met3.png
Bar = 20 microns.
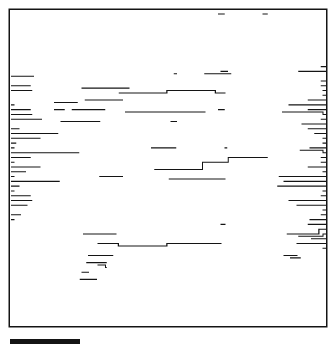
gate_families.png
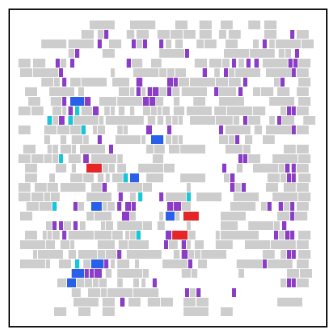
registers.png
Other sequential cells in the stronger gray, the rest of the logic in the fainter gray.
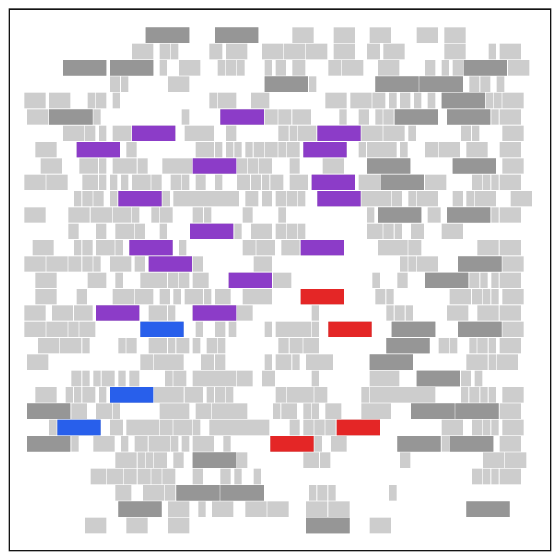
met2.png
Cells faint in the background.
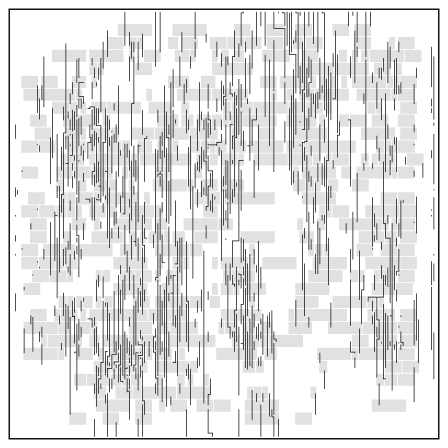
final_congestion.png
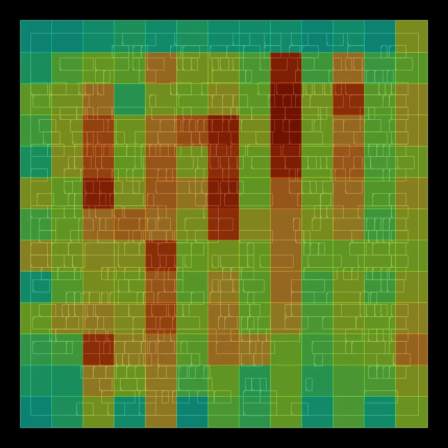
File: src/rtl/prco_fetch.sv
// prco_fetch: instruction fetch stage for the prco core.
// Owns the PC, issues one-cycle fetch strobes to local memory, captures the
// returned word into the instruction register and hands it to decode with a
// valid/ready handshake. Handles branch redirects, data-side memory
// back-pressure, fetch timeouts and a sticky halt.
module prco_fetch #(
   parameter logic [15:0] P_RESET_VECTOR = 16'h0000,
   parameter logic [15:0] P_ADDR_MAX     = 16'h00FF,
   parameter logic [3:0]  P_WAIT_TIMEOUT = 4'd15
) (
   input  logic        i_clk,
   input  logic        i_reset,
   input  logic        i_run,
   input  logic        i_halt,
   input  logic        i_mem_busy,
   output logic        q_ce_fetch,
   output logic [15:0] q_fetch_addr,
   input  logic        i_mem_ce_dec,
   input  logic [15:0] i_mem_data,
   output logic [15:0] q_ir,
   output logic [15:0] q_ir_pc,
   output logic        q_ir_valid,
   input  logic        i_ir_ready,
   input  logic        i_branch,
   input  logic [15:0] i_branch_target,
   output logic [15:0] q_pc,
   output logic        q_halted,
   output logic        q_fetch_err
);

   typedef enum logic [2:0] {
      S_IDLE  = 3'd0,
      S_ISSUE = 3'd1,
      S_WAIT  = 3'd2,
      S_HOLD  = 3'd3,
      S_DROP  = 3'd4,
      S_HALT  = 3'd5
   } state_t;

   state_t      state_q;
   logic [15:0] pc_q;
   logic [15:0] ir_q;
   logic [15:0] ir_pc_q;
   logic        ir_valid_q;
   logic        halted_q;
   logic        fetch_err_q;
   logic        halt_pend_q;
   logic [3:0]  wait_cnt_q;

   logic        halt_now;
   logic        handshake;
   logic        strobe;
   logic        timeout;
   logic        in_flight;
   logic [3:0]  wait_cnt_d;
   logic [15:0] pc_inc_d;
   logic [15:0] pc_branch_d;

   // A halt request seen this cycle acts immediately, as if already pending.
   assign halt_now    = halt_pend_q | i_halt;
   assign handshake   = ir_valid_q & i_ir_ready;
   assign in_flight   = (state_q == S_WAIT) || (state_q == S_DROP);

   // The strobe has to react to busy/branch/halt in the same cycle, so it is
   // decoded from the state rather than registered; it only exists in ISSUE,
   // which always leaves after one strobe, so it can never be high twice in a row.
   assign strobe      = (state_q == S_ISSUE) && !i_mem_busy && !i_branch && !halt_now;

   // Counter saturates so a redirect arriving late in DROP cannot wrap it.
   assign wait_cnt_d  = (wait_cnt_q == 4'hF) ? wait_cnt_q : wait_cnt_q + 4'd1;
   assign timeout     = ({1'b0, wait_cnt_q} + 5'd1) >= {1'b0, P_WAIT_TIMEOUT};
   assign pc_inc_d    = (pc_q == P_ADDR_MAX) ? 16'h0000 : pc_q + 16'd1;
   assign pc_branch_d = i_branch_target & P_ADDR_MAX;

   assign q_ce_fetch   = strobe;
   assign q_fetch_addr = strobe ? pc_q : 16'h0000;
   assign q_ir         = ir_q;
   assign q_ir_pc      = ir_pc_q;
   assign q_ir_valid   = ir_valid_q;
   assign q_pc         = pc_q;
   assign q_halted     = halted_q;
   assign q_fetch_err  = fetch_err_q;

   // Fetch FSM: PC, instruction register, wait counter and sticky flags.
   always_ff @(posedge i_clk) begin
      if (i_reset) begin
         state_q     <= S_IDLE;
         pc_q        <= P_RESET_VECTOR;
         ir_q        <= 16'h0000;
         ir_pc_q     <= 16'h0000;
         ir_valid_q  <= 1'b0;
         halted_q    <= 1'b0;
         fetch_err_q <= 1'b0;
         halt_pend_q <= 1'b0;
         wait_cnt_q  <= 4'd0;
      end else if (state_q == S_HALT) begin
         // Terminal until reset: run, branch and memory responses are ignored.
         halted_q <= 1'b1;
      end else begin
         if (i_halt)
            halt_pend_q <= 1'b1;

         if (i_branch) begin
            // Redirect wins; any word on offer (held or in flight) is wrong-path.
            pc_q       <= pc_branch_d;
            ir_valid_q <= 1'b0;
            if (in_flight) begin
               // The outstanding strobe must still be drained before reissuing.
               state_q    <= S_DROP;
               wait_cnt_q <= wait_cnt_d;
            end else begin
               state_q <= S_ISSUE;
            end
         end else begin
            case (state_q)
               S_IDLE: begin
                  if (halt_now) begin
                     state_q  <= S_HALT;
                     halted_q <= 1'b1;
                  end else if (i_run) begin
                     state_q <= S_ISSUE;
                  end
               end
               S_ISSUE: begin
                  if (halt_now) begin
                     // Nothing issued yet, so nothing to wait for.
                     state_q  <= S_HALT;
                     halted_q <= 1'b1;
                  end else if (!i_mem_busy) begin
                     wait_cnt_q <= 4'd0;
                     state_q    <= S_WAIT;
                  end
               end
               S_WAIT: begin
                  if (i_mem_ce_dec) begin
                     ir_q       <= i_mem_data;
                     ir_pc_q    <= pc_q;
                     ir_valid_q <= 1'b1;
                     pc_q       <= pc_inc_d;
                     state_q    <= S_HOLD;
                  end else if (timeout) begin
                     // PC untouched: the same address is fetched again.
                     fetch_err_q <= 1'b1;
                     state_q     <= S_ISSUE;
                  end else begin
                     wait_cnt_q <= wait_cnt_d;
                  end
               end
               S_HOLD: begin
                  if (handshake) begin
                     ir_valid_q <= 1'b0;
                     if (halt_now) begin
                        state_q  <= S_HALT;
                        halted_q <= 1'b1;
                     end else if (!i_run) begin
                        state_q <= S_IDLE;
                     end else begin
                        state_q <= S_ISSUE;
                     end
                  end
               end
               S_DROP: begin
                  // Wrong-path word or expiry: discard quietly and refetch.
                  if (i_mem_ce_dec || timeout)
                     state_q <= S_ISSUE;
                  else
                     wait_cnt_q <= wait_cnt_d;
               end
               default: state_q <= S_IDLE;
            endcase
         end
      end
   end

endmodule

File: config.mk
export PLATFORM = sky130hd
export DESIGN_NAME = prco_fetch
export DESIGN_NICKNAME = d
export VERILOG_FILES = /design/src/rtl/prco_fetch.sv
export SDC_FILE = /design/constraint.sdc
export NUM_CORES = 1
export LEC_CHECK = 0
export CAP_MARGIN = 20
export CORE_MARGIN = 2
export CORE_UTILIZATION = 40
export CTS_CLUSTER_SIZE = 16
export DETAILED_ROUTE_END_ITERATION = 8
export PLACE_DENSITY = 0.73
export REMOVE_ABC_BUFFERS = 1
export SETUP_SLACK_MARGIN = 0.2
export SLEW_MARGIN = 15
export SYNTH_ARGS = -nofsm -noshare
export SYNTH_HDL_FRONTEND = slang
export SYNTH_SLANG_ARGS = --single-unit
File: constraint.sdc
create_clock -name i_clk -period 4.59 [get_ports i_clk]
set_input_delay 0.6885 -clock i_clk [delete_from_list [all_inputs] [get_ports i_clk]]
set_output_delay 0.6885 -clock i_clk [all_outputs]
set_load 0.01 [all_outputs]
==> results.json <==
{
  "worst-path-buf-inv": 2,
  "common_cells": "nand2_1 (88), dfxtp_1 (59), a21oi_1 (48), nor2_1 (32), clkbuf_1 (22)",
  "topCombFamilyByArea": "simple AND/OR/NAND/NOR gates",
  "critical-path-top-delay-family": "simple AND/OR/NAND/NOR gates",
  "rrSetupSlack_ps": 2220,
  "clock_skew_ps": 9.07,
  "cts_tree": "built",
  "grt_max_degree": 49,
  "reg2regPathDepth": 6,
  "rsz0062_at_grt": "false",
  "overflow": 0,
  "syn_area_sq_um": 2950,
  "rows": 31,
  "n_antenna_cell": 0,
  "period_minus_slack_ps": 3810,
  "antenna_found_initial": 0,
  "power_w": 0.00139,
  "wl_met3_microns": 583,
  "slew-limit-headroom_pct": 41.1,
  "stdcell_count": 579,
  "root_buffer": "clkbuf_8",
  "p_sw_w": 0.000397,
  "muxShareOfSynthArea_pct": 0.679,
  "pwr-share-comb_pct": 19.9,
  "synth-edff-count": 0,
  "clkCellAreaFrac_pct": 5.23,
  "ys_cells": 389,
  "pre_cts_ws_ps": 794,
  "simple_gate_area_share_pct": 27.5,
  "nClkBuffers": 12,
  "postSynthCellCount": 389,
  "flop-count": 59,
  "pin_count": 108,
  "cts_resized": 0,
  "htreeDepth": 3,
  "maxSlewViolCount": 0,
  "stdcell_area_sq_um": 4190,
  "grt_pass1_vias": 2879,
  "cp-startpoint": "i_halt",
  "routed-wl-met2_microns": 3730,
  "grt_usage_pct": 21.3,
  "place.port_buffers": 99,
  "placed_cells_incl_taps": 563,
  "crit_chain": "clkdlybuf4s50_1, nor4_1, nand2_1, nor2_1, and2_1, clkdlybuf4s50_1",
  "comb_cells": 291,
  "hold-worst-slack_ps": 454,
  "path_max_fanout": 11,
  "nNetsFinal": 518,
  "largest_class": "multi-input combinational cells",
  "final_cell_mix": "clkdlybuf4s50_1 (98), nand2_1 (88), dfxtp_1 (59), a21oi_1 (48), nor2_1 (32)",
  "reg2reg_from": "state_q[1]",
  "top_cells_by_area": "dfxtp_1 (40%), nand2_1 (11%), a21oi_1 (8.1%)",
  "finalWorstSetupSlack_ps": 780,
  "core_area_sq_um": 7210,
  "synthDistinctLibCells": 55,
  "p_leak_nw": 1.41,
  "insertion_delay_ps": 330,
  "comb_share_pct": 38.4,
  "peakVddDrop_v": 0.000223,
  "sequentialPower_w": 0.000584,
  "power.group.top": "sequential cells",
  "cp-end-kind": "output port",
  "die_y_microns": 89.9,
  "adder_share_pct": 1.27,
  "hpwl_microns": 5670,
  "worstSetupPathType": "in -> out",
  "lay_top_count": "clkdlybuf4s50_1",
  "ys_ff": 59,
  "arrival_ps": 3120,
  "grt_pass1_wl_microns": 14400,
  "crit_top_cell": "clkdlybuf4s50_1",
  "cp_data_required_time_ps": 3900,
  "pwr-share-clk_pct": 37.9,
  "fmax_ghz": 0.262,
  "setup_tns_ps": 0,
  "comb_area_sq_um": 1610,
  "status": "completed",
  "ant_nets": 0,
  "seq_power_share_pct": 42.2,
  "log.warning_count": 34,
  "p_int_w": 0.000989,
  "die-area_sq_um": 8080,
  "top_area_cell": "dfxtp_1",
  "layout-drive-gt1-share_pct": 5.83,
  "dpl_cell_area_sq_um": 3970,
  "drc": 0,
  "area_delta_synth_final_pct": 42.0,
  "hold_start": "q_ir[15]",
  "clk_transition_reported_paths_ps": 70,
  "setup_viol": 0
}
-- met3.png (at the start) --
wire length on this layer = 583 microns
share of all routed wire = 7.0%
longest straight run = 22.5 microns
nets with wire on the layer = 85
Vias: 3083
met3 Use GR: 6.20%
routed wire length: 8280 microns

-- gate_families.png (at the start) --
inverters -> cyan  # cells 11, most used inv_1, where middle left
adder and majority cells -> red  # cells 3, most used ha_1
AND-OR and OR-AND gates -> blue  # cells 8, most used o21a_1
NAND gates -> purple  # cells 105, most used nand2_1, where spread over the die

-- registers.png (at the start) --
`wait_cnt_q` -> red  # placed flops 4
`q_pc` -> purple  # placed flops 16
`state_q` -> blue  # placed flops 3

-- met2.png (at the start) --
longest straight run = 35.0 microns
wire length on this layer = 3730 microns
main direction = vertical
share of all routed wire = 45%
met2 GRT Util: 33.8%

-- final_congestion.png (at the start) --
busiest grt layer: met2
per-cell routed wire length: 14.3 microns
met1 Resource Use GR: 28.3%

Power and IR drop assume default switching activity.
